Supply network:
Drawn at 3 px/um. Pins as bars on the die edge.
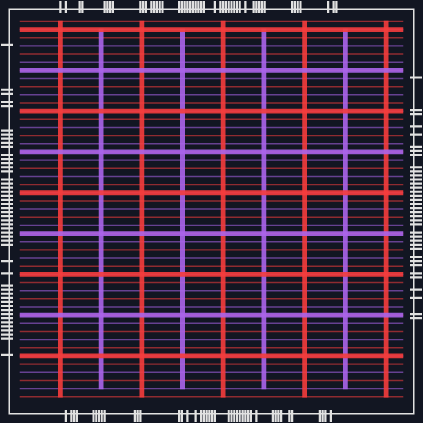
Where the registers sit:
Drawn at 3 px/um.
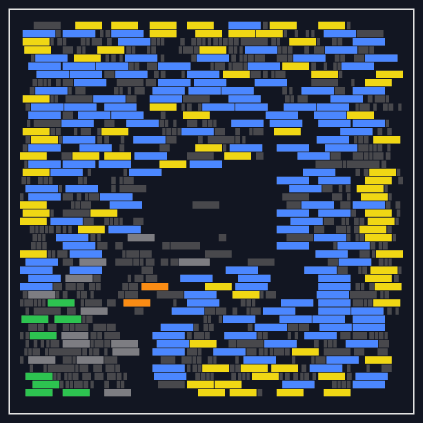
Cell area per tile:
Drawn at 3 px/um. 13 x 13 tiles, from black (low) to pale yellow (high), 0 to 100% covered.
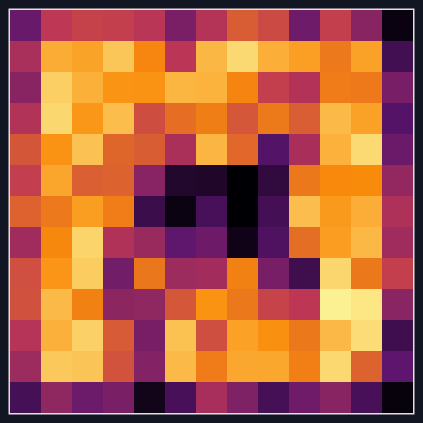
Met2 routing:
Drawn at 3 px/um.
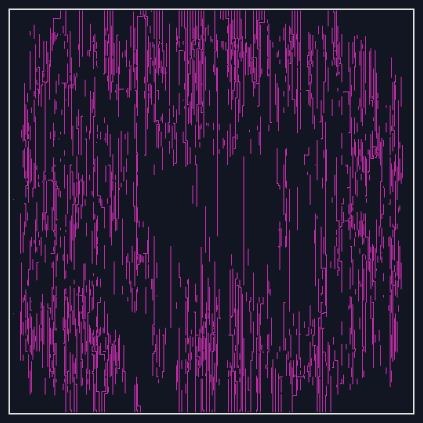
### config.mk
export PLATFORM = sky130hd
export DESIGN_NAME = pkt_tx_engine_flat
export DESIGN_NICKNAME = d
export VERILOG_FILES = /design/src/rtl/pkt_tx_pkg.sv /design/src/rtl/pkt_tx_if.sv /design/src/rtl/pkt_tx_skid.sv /design/src/rtl/pkt_tx_engine.sv /design/src/flat_wrapper.sv
export SDC_FILE = /design/constraint.sdc
export NUM_CORES = 1
export LEC_CHECK = 0
export CORE_MARGIN = 3
export CORE_UTILIZATION = 58
export DETAILED_ROUTE_END_ITERATION = 10
export DONT_BUFFER_PORTS = 1
export PLACE_DENSITY = 0.79
export SLEW_MARGIN = 20
export SYNTH_ARGS = -nofsm -noshare
export SYNTH_HDL_FRONTEND = slang
export SYNTH_SLANG_ARGS = --single-unit
### constraint.sdc
create_clock -name clk -period 6.5 [get_ports clk]
set_input_delay 1.3 -clock clk [delete_from_list [all_inputs] [get_ports clk]]
set_output_delay 1.3 -clock clk [all_outputs]
set_load 0.01 [all_outputs]
### src/rtl/pkt_tx_pkg.sv
// ============================================================================
// pkt_tx_pkg
// Shared definitions for the packet transmit drain stage: FSM encoding,
// default bus widths and the skid buffer geometry.
// ============================================================================
package pkt_tx_pkg;

    typedef enum logic [1:0] {
        IDLE  = 2'b00,
        FETCH = 2'b01,
        DRAIN = 2'b10
    } tx_state_e;

    localparam int DEF_DATA_W = 64;
    localparam int DEF_CTRL_W = 8;
    localparam int DEF_ADDR_W = 8;

    // Two entries cover the one-cycle RAM latency plus one word parked while
    // the downstream stalls.
    localparam int SKID_DEPTH = 2;
    localparam int SKID_CNT_W = $clog2(SKID_DEPTH + 1);

endpackage

### src/rtl/pkt_tx_if.sv
// ============================================================================
// pkt_tx_if
// Groups the packet memory read port and the downstream output bus of the
// transmit engine.
//   master : engine side  (drives read address/strobe and the output word)
//   slave  : environment  (packet memory + downstream consumer)
// Signals:
//   mem_rd_addr / mem_rd_en   read request, data returns one cycle later
//   mem_rd_data / mem_rd_ctrl read response
//   out_rdy                   downstream can take a word this cycle
//   out_wr / out_ctrl / out_data  emitted word
// ============================================================================
interface pkt_tx_if
    import pkt_tx_pkg::*;
#(
    parameter int DATA_W = DEF_DATA_W,
    parameter int CTRL_W = DEF_CTRL_W,
    parameter int ADDR_W = DEF_ADDR_W
);
    logic [ADDR_W-1:0] mem_rd_addr;
    logic              mem_rd_en;
    logic [DATA_W-1:0] mem_rd_data;
    logic [CTRL_W-1:0] mem_rd_ctrl;
    logic              out_rdy;
    logic              out_wr;
    logic [CTRL_W-1:0] out_ctrl;
    logic [DATA_W-1:0] out_data;

    modport master (
        output mem_rd_addr, mem_rd_en, out_wr, out_ctrl, out_data,
        input  mem_rd_data, mem_rd_ctrl, out_rdy
    );

    modport slave (
        input  mem_rd_addr, mem_rd_en, out_wr, out_ctrl, out_data,
        output mem_rd_data, mem_rd_ctrl, out_rdy
    );
endinterface

### src/rtl/pkt_tx_skid.sv
// ============================================================================
// pkt_tx_skid
// Two-entry FIFO of {ctrl,data} words sitting between the packet RAM output
// and the downstream bus. When empty, an incoming word is visible on head in
// the same cycle and can be popped straight through without being stored.
// Ports:
//   clk, reset   clock, asynchronous active-high reset
//   push         a RAM word is arriving this cycle (push_word)
//   pop          the head word is consumed this cycle (only when avail)
//   head         current head word (stored head, or push_word when empty)
//   avail        a word is presentable this cycle (stored or arriving)
//   count        number of stored words
// ============================================================================
module pkt_tx_skid
    import pkt_tx_pkg::*;
#(
    parameter int WORD_W = DEF_CTRL_W + DEF_DATA_W
)(
    input  logic                  clk,
    input  logic                  reset,
    input  logic                  push,
    input  logic [WORD_W-1:0]     push_word,
    input  logic                  pop,
    output logic [WORD_W-1:0]     head,
    output logic                  avail,
    output logic [SKID_CNT_W-1:0] count
);
    logic [WORD_W-1:0]     mem [SKID_DEPTH];
    logic                  wr_idx;
    logic                  rd_idx;
    logic [SKID_CNT_W-1:0] count_q;
    logic                  empty;
    logic                  bypass;
    logic                  wr_en;
    logic                  rd_en;

    assign empty  = (count_q == '0);
    // Empty buffer with a word arriving and being taken: pass it through.
    assign bypass = push & pop & empty;
    assign wr_en  = push & ~bypass;
    assign rd_en  = pop & ~empty;

    // NOTE: state updates use non-blocking assignments so every register
    // samples the pre-edge values regardless of statement order.
    always_ff @(posedge clk or posedge reset) begin
        if (reset) begin
            wr_idx  <= 1'b0;
            rd_idx  <= 1'b0;
            count_q <= '0;
        end else begin
            if (wr_en) wr_idx <= ~wr_idx;
            if (rd_en) rd_idx <= ~rd_idx;
            count_q <= count_q + SKID_CNT_W'(wr_en) - SKID_CNT_W'(rd_en);
        end
    end

    // NOTE: the storage array has no reset; count_q alone decides which
    // entries are valid, so clearing the data would only cost flops.
    always_ff @(posedge clk) begin
        if (wr_en) mem[wr_idx] <= push_word;
    end

    assign head  = empty ? push_word : mem[rd_idx];
    assign avail = ~empty | push;
    assign count = count_q;

endmodule

### src/rtl/pkt_tx_engine.sv
// ============================================================================
// pkt_tx_engine
// Drain stage of the packet buffer. On tx_start it reads words start..end
// (inclusive, wrapping modulo 2**ADDR_W) from the synchronous-read packet
// memory and emits them in order on the out_* bus under the out_rdy
// handshake. A read is only issued when the skid has room for it, so a stall
// never loses or repeats a word.
// Ports:
//   clk, reset                      clock, asynchronous active-high reset
//   tx_start, tx_start_addr,
//   tx_end_addr                     packet request (sampled only when idle)
//   bus (pkt_tx_if.master)          memory read port + output word bus
//   tx_busy                         packet in progress (incl. start cycle)
//   tx_done                         one-cycle pulse after the last word
// Optional build macro TX_STATS_EN adds stat_pkt_cnt / stat_word_cnt
// (32-bit wrapping counters of tx_done pulses and emitted words).
// ============================================================================
module pkt_tx_engine
    import pkt_tx_pkg::*;
#(
    parameter int DATA_W = DEF_DATA_W,
    parameter int CTRL_W = DEF_CTRL_W,
    parameter int ADDR_W = DEF_ADDR_W
)(
    input  logic              clk,
    input  logic              reset,
    input  logic              tx_start,
    input  logic [ADDR_W-1:0] tx_start_addr,
    input  logic [ADDR_W-1:0] tx_end_addr,
    pkt_tx_if.master          bus,
    output logic              tx_busy,
    output logic              tx_done
`ifdef TX_STATS_EN
    ,
    output logic [31:0]       stat_pkt_cnt,
    output logic [31:0]       stat_word_cnt
`endif
);
    localparam int WORD_W = CTRL_W + DATA_W;

    tx_state_e             state_q;
    tx_state_e             state_d;
    logic [ADDR_W-1:0]     rd_ptr_q;
    logic [ADDR_W-1:0]     end_q;
    logic                  inflight_q;
    logic [WORD_W-1:0]     last_q;

    logic                  issue;
    logic                  last_rd;
    logic                  drained;
    logic [WORD_W-1:0]     skid_head;
    logic                  skid_avail;
    logic [SKID_CNT_W-1:0] skid_count;
    logic                  out_wr_int;

    // A read may only go out if its data is guaranteed a skid slot.
    assign issue   = (state_q == FETCH) &&
                     ((int'(skid_count) + int'(inflight_q)) < SKID_DEPTH);
    assign last_rd = (rd_ptr_q == end_q);
    assign drained = (skid_count == '0) && !inflight_q;

    assign out_wr_int = bus.out_rdy & skid_avail;

    pkt_tx_skid #(.WORD_W(WORD_W)) u_skid (
        .clk       (clk),
        .reset     (reset),
        .push      (inflight_q),
        .push_word ({bus.mem_rd_ctrl, bus.mem_rd_data}),
        .pop       (out_wr_int),
        .head      (skid_head),
        .avail     (skid_avail),
        .count     (skid_count)
    );

    // ---------------- FSM: state register ----------------
    always_ff @(posedge clk or posedge reset) begin
        if (reset) state_q <= IDLE;
        else       state_q <= state_d;
    end

    // ---------------- FSM: next state ----------------
    // NOTE: every variable assigned in always_comb gets a default first so no
    // path leaves it unassigned and no latch is inferred.
    always_comb begin
        state_d = state_q;
        case (state_q)
            IDLE:    if (tx_start)          state_d = FETCH;
            FETCH:   if (issue && last_rd)  state_d = DRAIN;
            DRAIN:   if (drained)           state_d = IDLE;
            default:                        state_d = IDLE;
        endcase
    end

    // ---------------- FSM: outputs ----------------
    always_comb begin
        bus.mem_rd_en   = issue;
        bus.mem_rd_addr = rd_ptr_q;
        tx_busy         = (state_q != IDLE) || tx_start;
        tx_done         = (state_q == DRAIN) && drained;
        bus.out_wr      = out_wr_int;
        {bus.out_ctrl, bus.out_data} = out_wr_int ? skid_head : last_q;
    end

    // ---------------- Datapath ----------------
    // inflight_q marks that the RAM returns data this cycle; clearing it on
    // reset discards any read issued just before an abort.
    always_ff @(posedge clk or posedge reset) begin
        if (reset) begin
            rd_ptr_q   <= '0;
            end_q      <= '0;
            inflight_q <= 1'b0;
            last_q     <= '0;
        end else begin
            inflight_q <= issue;
            if (state_q == IDLE && tx_start) begin
                rd_ptr_q <= tx_start_addr;
                end_q    <= tx_end_addr;
            end else if (issue) begin
                rd_ptr_q <= rd_ptr_q + 1'b1;
            end
            if (out_wr_int) last_q <= skid_head;
        end
    end

`ifdef TX_STATS_EN
    always_ff @(posedge clk or posedge reset) begin
        if (reset) begin
            stat_pkt_cnt  <= '0;
            stat_word_cnt <= '0;
        end else begin
            if (tx_done)    stat_pkt_cnt  <= stat_pkt_cnt + 32'd1;
            if (out_wr_int) stat_word_cnt <= stat_word_cnt + 32'd1;
        end
    end
`endif

endmodule

### src/flat_wrapper.sv
// flat-port wrapper written by rule: the top's interface ports become plain ports
module pkt_tx_engine_flat import pkt_tx_pkg::*;
#(
    parameter int DATA_W = DEF_DATA_W,
    parameter int CTRL_W = DEF_CTRL_W,
    parameter int ADDR_W = DEF_ADDR_W
)
  (clk, reset, tx_start, tx_start_addr, tx_end_addr, tx_busy, tx_done, bus_mem_rd_addr, bus_mem_rd_en, bus_out_wr, bus_out_ctrl, bus_out_data, bus_mem_rd_data, bus_mem_rd_ctrl, bus_out_rdy);
  pkt_tx_if #(.DATA_W(DATA_W), .CTRL_W(CTRL_W), .ADDR_W(ADDR_W)) bus_i ();
  input  logic clk;
  input  logic reset;
  input  logic tx_start;
  input  logic [ADDR_W-1:0] tx_start_addr;
  input  logic [ADDR_W-1:0] tx_end_addr;
  output logic tx_busy;
  output logic tx_done;
  output wire logic [$bits(bus_i.mem_rd_addr)-1:0] bus_mem_rd_addr;
  output wire logic [$bits(bus_i.mem_rd_en)-1:0] bus_mem_rd_en;
  output wire logic [$bits(bus_i.out_wr)-1:0] bus_out_wr;
  output wire logic [$bits(bus_i.out_ctrl)-1:0] bus_out_ctrl;
  output wire logic [$bits(bus_i.out_data)-1:0] bus_out_data;
  input wire logic [$bits(bus_i.mem_rd_data)-1:0] bus_mem_rd_data;
  input wire logic [$bits(bus_i.mem_rd_ctrl)-1:0] bus_mem_rd_ctrl;
  input wire logic [$bits(bus_i.out_rdy)-1:0] bus_out_rdy;
  assign bus_mem_rd_addr = bus_i.mem_rd_addr;
  assign bus_mem_rd_en = bus_i.mem_rd_en;
  assign bus_out_wr = bus_i.out_wr;
  assign bus_out_ctrl = bus_i.out_ctrl;
  assign bus_out_data = bus_i.out_data;
  assign bus_i.mem_rd_data = bus_mem_rd_data;
  assign bus_i.mem_rd_ctrl = bus_mem_rd_ctrl;
  assign bus_i.out_rdy = bus_out_rdy;
  pkt_tx_engine #(.DATA_W(DATA_W), .CTRL_W(CTRL_W), .ADDR_W(ADDR_W)) u_core (.clk(clk), .reset(reset), .tx_start(tx_start), .tx_start_addr(tx_start_addr), .tx_end_addr(tx_end_addr), .bus(bus_i), .tx_busy(tx_busy), .tx_done(tx_done));
endmodule
==> out/summary.txt <==
result of the run: complete, no violations
max-cap viol count: 0
Worst Reg-to-Reg Cells: 7
setup repair after global routing missed its margin: no
routed via count divided by cell count: 5.62
basic-gate share of the synthesized area counting and, or, nand and nor cells: 9.28%
clock tree from TritonCTS: yes
overall overflow remaining after global route: 0
netlist area before placement: 9560 um^2
worst clock skew: 6.45 ps
leakage power summed over all cells: 4.11 nW
worst slack, placed: 2800 ps
met2 routed WL: 8930 um
Crit Reg-Reg Endpoint: u_core.u_skid.mem[0][57]
Top FF cell, synth: sky130_fd_sc_hd__edfxtp_1
length of routed met3 wiring: 1510 um
post-synthesis mux area share: 7.65%
final setup violation count: 0
die extent in x: 134 um
number of antenna cells inserted: 0
worst-margin pin slew: 1070 ps
uppermost signal routing layer after detailed routing: met4
number of buffers inserted to repair setup after CTS: 0
count of warnings emitted by yosys: 0
clock-pin slew reported for the worst setup and hold paths after clock tree synthesis: 60 ps
die boundary height: 134 um
maximum count of clock buffers along a single path: 3
min setup slack post-route: 2300 ps
detailed-routing wirelength on met1: 7320 um
iteration-0 DRC count of the detailed router: 296
#FFs+latches synth: 239
number of antenna violations at the first check in global routing: 0
compound-cell area share of the yosys netlist: 8.30%
yosys synthesis chip area: 9560 um^2
CP Capture Point: bus_out_data[48]
detail-routed net length per standard cell: 18.8 um
first-pass iteration count of the detailed router: 7
placeable core area: 16,000 um^2
most frequent logic cells in the routed design: 144 x sky130_fd_sc_hd__edfxtp_1, 107 x sky130_fd_sc_hd__nand2_1, 94 x sky130_fd_sc_hd__dfrtp_1
synthesized-area fraction occupied by xor and xnor cells: 1.65%
Final Slew Violations: 0
yosys cell count: 743
effective utilization at floorplan: 59.7%
WP data arrival: 2900 ps
critical-path maximum fanout: 42
Notes on 'supply network' above:
| net | color |
|---|---|
| VSS | red |
| VDD | purple |
rows: 46
met5 straps: 9

Notes on 'where the registers sit' above:
| signal | color | sequential cells |
|---|---|---|
| u_core.last_q | yellow | 72 |
| u_core.u_skid.count | orange | 2 |
| u_core.end_q | green | 8 |
| u_core.u_skid.mem | blue | 144 |
not colored: 13
combined flip-flop and latch cell area: 6710 um^2
flop share of the area: 64.0%
Flop+latch power: 0.00249 W
Layout Utilization: 65.5%

Notes on 'cell area per tile' above:
nearly empty tiles: 1.2%
tiles over 75% full: 31%
mean over tiles: 56%
emptiest ninth of the die: center
fullest tile: 97%

Notes on 'met2 routing' above:
nets with wire on the layer: 662
share of all routed wire: 49%
Total Routed Length: 18,200 um
GRT met2 Usage: 33.6%
total number of vias: 5,448

==> flip-flops by register name, summed over array words and instances, names as in the netlist, 2 cells and up <==
| signal | flops |
|---|---|
| u_core.u_skid.mem | 144 |
| u_core.last_q | 72 |
| u_core.bus.mem_rd_addr | 8 |
| u_core.end_q | 8 |
| u_core.state_q | 2 |
| u_core.u_skid.count | 2 |
==> through the flow <==
step	cell area (um^2)	hold slack, ps	power [W]	util (%)
after floorplan	9560	461	0.00385	-
after global placement	9660	479	0.00411	60.4
after detailed placement	9660	487	0.00420	60.4
after CTS	10400	502	0.00558	65.3
after global routing	10500	530	0.00591	65.5
final	10500	501	0.00555	65.5
==> power by group <==
group / total (W) / switching [W] / internal [W] / leakage [nW]
combinational: 0.00170 / 0.00116 / 0.000541 / 1.23
clock: 0.00136 / 0.000534 / 0.000822 / 0.387
sequential: 0.00249 / 0.000268 / 0.00222 / 2.50
==> synth_stat cells, types with 2 or more instances <==
| cell type | number | area, um^2 |
|---|---|---|
| sky130_fd_sc_hd__a21oi_1 | 74 | 370 |
| sky130_fd_sc_hd__and2_1 | 3 | 18.8 |
| sky130_fd_sc_hd__buf_2 | 13 | 65.1 |
| sky130_fd_sc_hd__buf_4 | 2 | 15.0 |
| sky130_fd_sc_hd__buf_6 | 7 | 78.8 |
| sky130_fd_sc_hd__clkbuf_1 | 21 | 78.8 |
| sky130_fd_sc_hd__dfrtp_1 | 95 | 2380 |
| sky130_fd_sc_hd__edfxtp_1 | 144 | 4320 |
| sky130_fd_sc_hd__ha_1 | 3 | 37.5 |
| sky130_fd_sc_hd__inv_1 | 3 | 11.3 |
| sky130_fd_sc_hd__mux2i_1 | 73 | 731 |
| sky130_fd_sc_hd__nand2_1 | 107 | 402 |
| sky130_fd_sc_hd__nand3_1 | 2 | 10.0 |
| sky130_fd_sc_hd__nor2_1 | 78 | 293 |
| sky130_fd_sc_hd__nor3b_1 | 2 | 15.0 |
| sky130_fd_sc_hd__nor4_1 | 4 | 25.0 |
| sky130_fd_sc_hd__nor4_2 | 2 | 25.0 |
| sky130_fd_sc_hd__o21ai_0 | 67 | 335 |
| sky130_fd_sc_hd__o21ai_1 | 11 | 55.1 |
| sky130_fd_sc_hd__xnor2_1 | 9 | 78.8 |
| sky130_fd_sc_hd__xor2_1 | 9 | 78.8 |
==> kinds of logic (layout without fill, tap and decap cells) <==
kind of cell | count (synthesis) | after routing
multiplexers | 73 | 73
buffers and inverters | 46 | 56
adder cells (fa/ha/maj) | 3 | 3
flip-flops | 239 | 239
XOR/XNOR | 18 | 18
AND/OR/NAND/NOR | 209 | 209
AND-OR/OR-AND | 155 | 155
==> area by class of cell <==
class / instances / area share (%)
inverter: 3 / 0.131
clock buffer: 38 / 6.72
tap: 216 / 2.58
multi-input combinational: 458 / 25.0
timing repair buffer: 8 / 0.764
sequential: 239 / 64.0
clock inverter: 7 / 0.800
==> critical path, stage by stage (launching register included) <==
cell                      delay, ps
sky130_fd_sc_hd__dfrtp_4        780
sky130_fd_sc_hd__buf_4          720
sky130_fd_sc_hd__mux2i_1        160
sky130_fd_sc_hd__nor2_1         110
sky130_fd_sc_hd__a21oi_1         50
sky130_fd_sc_hd__o21ai_0        570
Power and IR drop assume default switching activity.
